--- config.mk ---
export PLATFORM = sky130hd
export DESIGN_NAME = conv_output_scheduler
export DESIGN_NICKNAME = d
export VERILOG_FILES = /design/src/rtl/conv_output_scheduler.sv
export SDC_FILE = /design/constraint.sdc
export NUM_CORES = 1
export LEC_CHECK = 0
export ABC_AREA = 1
export CORE_MARGIN = 2
export CORE_UTILIZATION = 54
export DETAILED_ROUTE_END_ITERATION = 12
export PLACE_DENSITY_LB_ADDON = 0.1
export SKIP_CTS_REPAIR_TIMING = 1
export SYNTH_ARGS = -nofsm -noshare
export SYNTH_HDL_FRONTEND = slang
export SYNTH_SLANG_ARGS = --single-unit
export TNS_END_PERCENT = 5
--- constraint.sdc ---
create_clock -name clk -period 9.95 [get_ports clk]
set_clock_uncertainty 0.2 [all_clocks]
set_input_delay 0.995 -clock clk [delete_from_list [all_inputs] [get_ports clk]]
set_output_delay 0.995 -clock clk [all_outputs]
set_load 0.01 [all_outputs]
--- src/rtl/conv_output_scheduler.sv ---
// Layer scheduler for the conv-output datapath: accepts a layer descriptor, pulses dp_start,
// forwards exactly total_beats activation beats, then waits for dp_last (bounded by TIMEOUT).
module conv_output_scheduler #(
  parameter int DATA_W  = 64,
  parameter int TIMEOUT = 65535
) (
  input  logic              clk,
  input  logic              reset,
  input  logic              cfg_valid,
  output logic              cfg_ready,
  input  logic [15:0]       cfg_in_channel,
  input  logic [7:0]        cfg_matrix_col,
  input  logic [7:0]        cfg_matrix_row,
  input  logic              s_valid,
  output logic              s_ready,
  input  logic [DATA_W-1:0] s_data,
  output logic              dp_valid,
  input  logic              dp_ready,
  output logic [DATA_W-1:0] dp_data,
  output logic              dp_start,
  output logic [15:0]       dp_in_channel,
  output logic [7:0]        dp_matrix_col,
  output logic [7:0]        dp_matrix_row,
  input  logic              dp_last,
  output logic              busy,
  output logic              layer_done,
  output logic              timeout_err,
  output logic [2:0]        state_dbg
);

  // Handshake rule for cfg, s and dp: a transfer happens on a rising clk edge where
  // valid and ready are both high; valid never waits on ready.

  typedef enum logic [2:0] {
    ST_IDLE   = 3'd0,
    ST_ARM    = 3'd1,
    ST_STREAM = 3'd2,
    ST_DRAIN  = 3'd3,
    ST_DONE   = 3'd4
  } state_t;

  localparam int          BYTES_PER_BEAT = DATA_W / 8;
  localparam logic [31:0] BPB_W          = 32'(BYTES_PER_BEAT);
  localparam logic [31:0] TIMEOUT_LAST   = 32'(TIMEOUT - 1);

  state_t      state;
  logic [31:0] total_beats;
  logic [31:0] beat_cnt;
  logic [31:0] timeout_cnt;
  logic        last_seen;

  logic [31:0] cfg_bytes;
  logic [31:0] cfg_beats;
  logic        cfg_fire;
  logic        dp_fire;
  logic        streaming;

  // Ceiling division without widening the 32-bit product.
  assign cfg_bytes = 32'(cfg_in_channel) * 32'(cfg_matrix_col) * 32'(cfg_matrix_row);
  assign cfg_beats = (cfg_bytes / BPB_W) + {31'd0, ((cfg_bytes % BPB_W) != 32'd0)};

  assign streaming = (state == ST_STREAM);
  assign s_ready   = streaming & dp_ready;
  assign dp_valid  = streaming & s_valid;
  assign dp_data   = streaming ? s_data : '0;
  assign cfg_fire  = cfg_valid & cfg_ready;
  assign dp_fire   = dp_valid & dp_ready;
  assign busy      = (state != ST_IDLE);
  assign state_dbg = state;

  always_ff @(posedge clk) begin
    if (!reset) begin
      state         <= ST_IDLE;
      cfg_ready     <= 1'b0;
      dp_start      <= 1'b0;
      layer_done    <= 1'b0;
      timeout_err   <= 1'b0;
      last_seen     <= 1'b0;
      total_beats   <= '0;
      beat_cnt      <= '0;
      timeout_cnt   <= '0;
      dp_in_channel <= '0;
      dp_matrix_col <= '0;
      dp_matrix_row <= '0;
    end else begin
      dp_start   <= 1'b0;
      layer_done <= 1'b0;
      case (state)
        ST_IDLE: begin
          if (cfg_fire) begin
            dp_in_channel <= cfg_in_channel;
            dp_matrix_col <= cfg_matrix_col;
            dp_matrix_row <= cfg_matrix_row;
            total_beats   <= cfg_beats;
            beat_cnt      <= '0;
            timeout_cnt   <= '0;
            last_seen     <= 1'b0;
            timeout_err   <= 1'b0;
            cfg_ready     <= 1'b0;
            if (cfg_beats == 32'd0) begin
              state <= ST_DONE;
            end else begin
              state    <= ST_ARM;
              dp_start <= 1'b1;
            end
          end else begin
            cfg_ready <= 1'b1;
          end
        end
        ST_ARM: begin
          if (dp_last) last_seen <= 1'b1;
          state <= ST_STREAM;
        end
        ST_STREAM: begin
          if (dp_last) last_seen <= 1'b1;
          if (dp_fire) begin
            beat_cnt <= beat_cnt + 32'd1;
            if (beat_cnt == total_beats - 32'd1) begin
              state       <= ST_DRAIN;
              timeout_cnt <= '0;
            end
          end
        end
        ST_DRAIN: begin
          // A dp_last in the same cycle as expiry takes priority over the error.
          if (last_seen || dp_last) begin
            state <= ST_DONE;
          end else if (timeout_cnt == TIMEOUT_LAST) begin
            timeout_err <= 1'b1;
            state       <= ST_DONE;
          end else begin
            timeout_cnt <= timeout_cnt + 32'd1;
          end
        end
        ST_DONE: begin
          layer_done <= 1'b1;
          cfg_ready  <= 1'b1;
          state      <= ST_IDLE;
        end
        default: begin
          state <= ST_IDLE;
        end
      endcase
    end
  end

endmodule

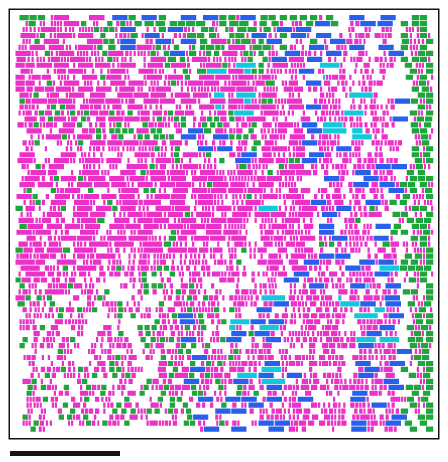
**Above:** cell classes on the final placement.
Bar = 50 um.
legend:
  clock drivers and dummy loads:
    color: cyan
    cells: 32
    share_of_their_area: 2.7%
  remaining buffers and delay cells:
    color: green
    cells: 481
    share_of_their_area: 17%
  registers:
    color: blue
    cells: 134
    share_of_their_area: 11%
  remaining logic cells:
    color: magenta
    cells: 2785
    share_of_their_area: 70%

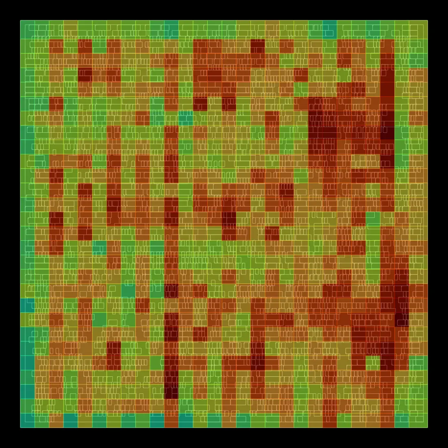
**Above:** track usage over the die.
GR Util met1: 39.8%
DR WL/cell: 15.8 um

==> changes_impl.md <==
### Physical design

- Top cells by instance count after synthesis: 816 x nand2_1, 594 x inv_1, 347 x nor2_1
- TritonCTS clock tree: yes
- Post-route core utilization: 70.3%
- Most instantiated logic cell after routing: nand2_1
- Dpl cells: 3855
- Max clock buf depth: 2
- Top cells by area: fa_1 22%, nand2_1 16%, dfxtp_1 14%
- Pin count of the biggest net entering global routing: 73
- Largest class: multi-input combinational cells
- Storage element area: 2680 sq um
- Met2 wire length: 30.4 mm
- Non-clock buffers: 481
- Layout area overhead: 29.3%
- Clk latency late pin: 0.44 ns
- GR peak layer: met2
- DRT iter0 DRCs: 1298
- Outcome: finished, final reports clean
- DRC: 0
- Overflow after GRT: 0
- Rows: 70
- R2R Path Start: total_beats[0]
- Max-slew violation count: 0
- Mux frac, synth: 0%
- Yosys cell types: 47
- Hold Crit Class: reg2reg
- # Taps: 468
- Count of final setup violators: 0
- Reg2reg setup slack: 5.90 ns
- CP max stage delay: 0.54 ns
- Number of routed nets with antenna violations: 0
- Crit path max fanout: 8
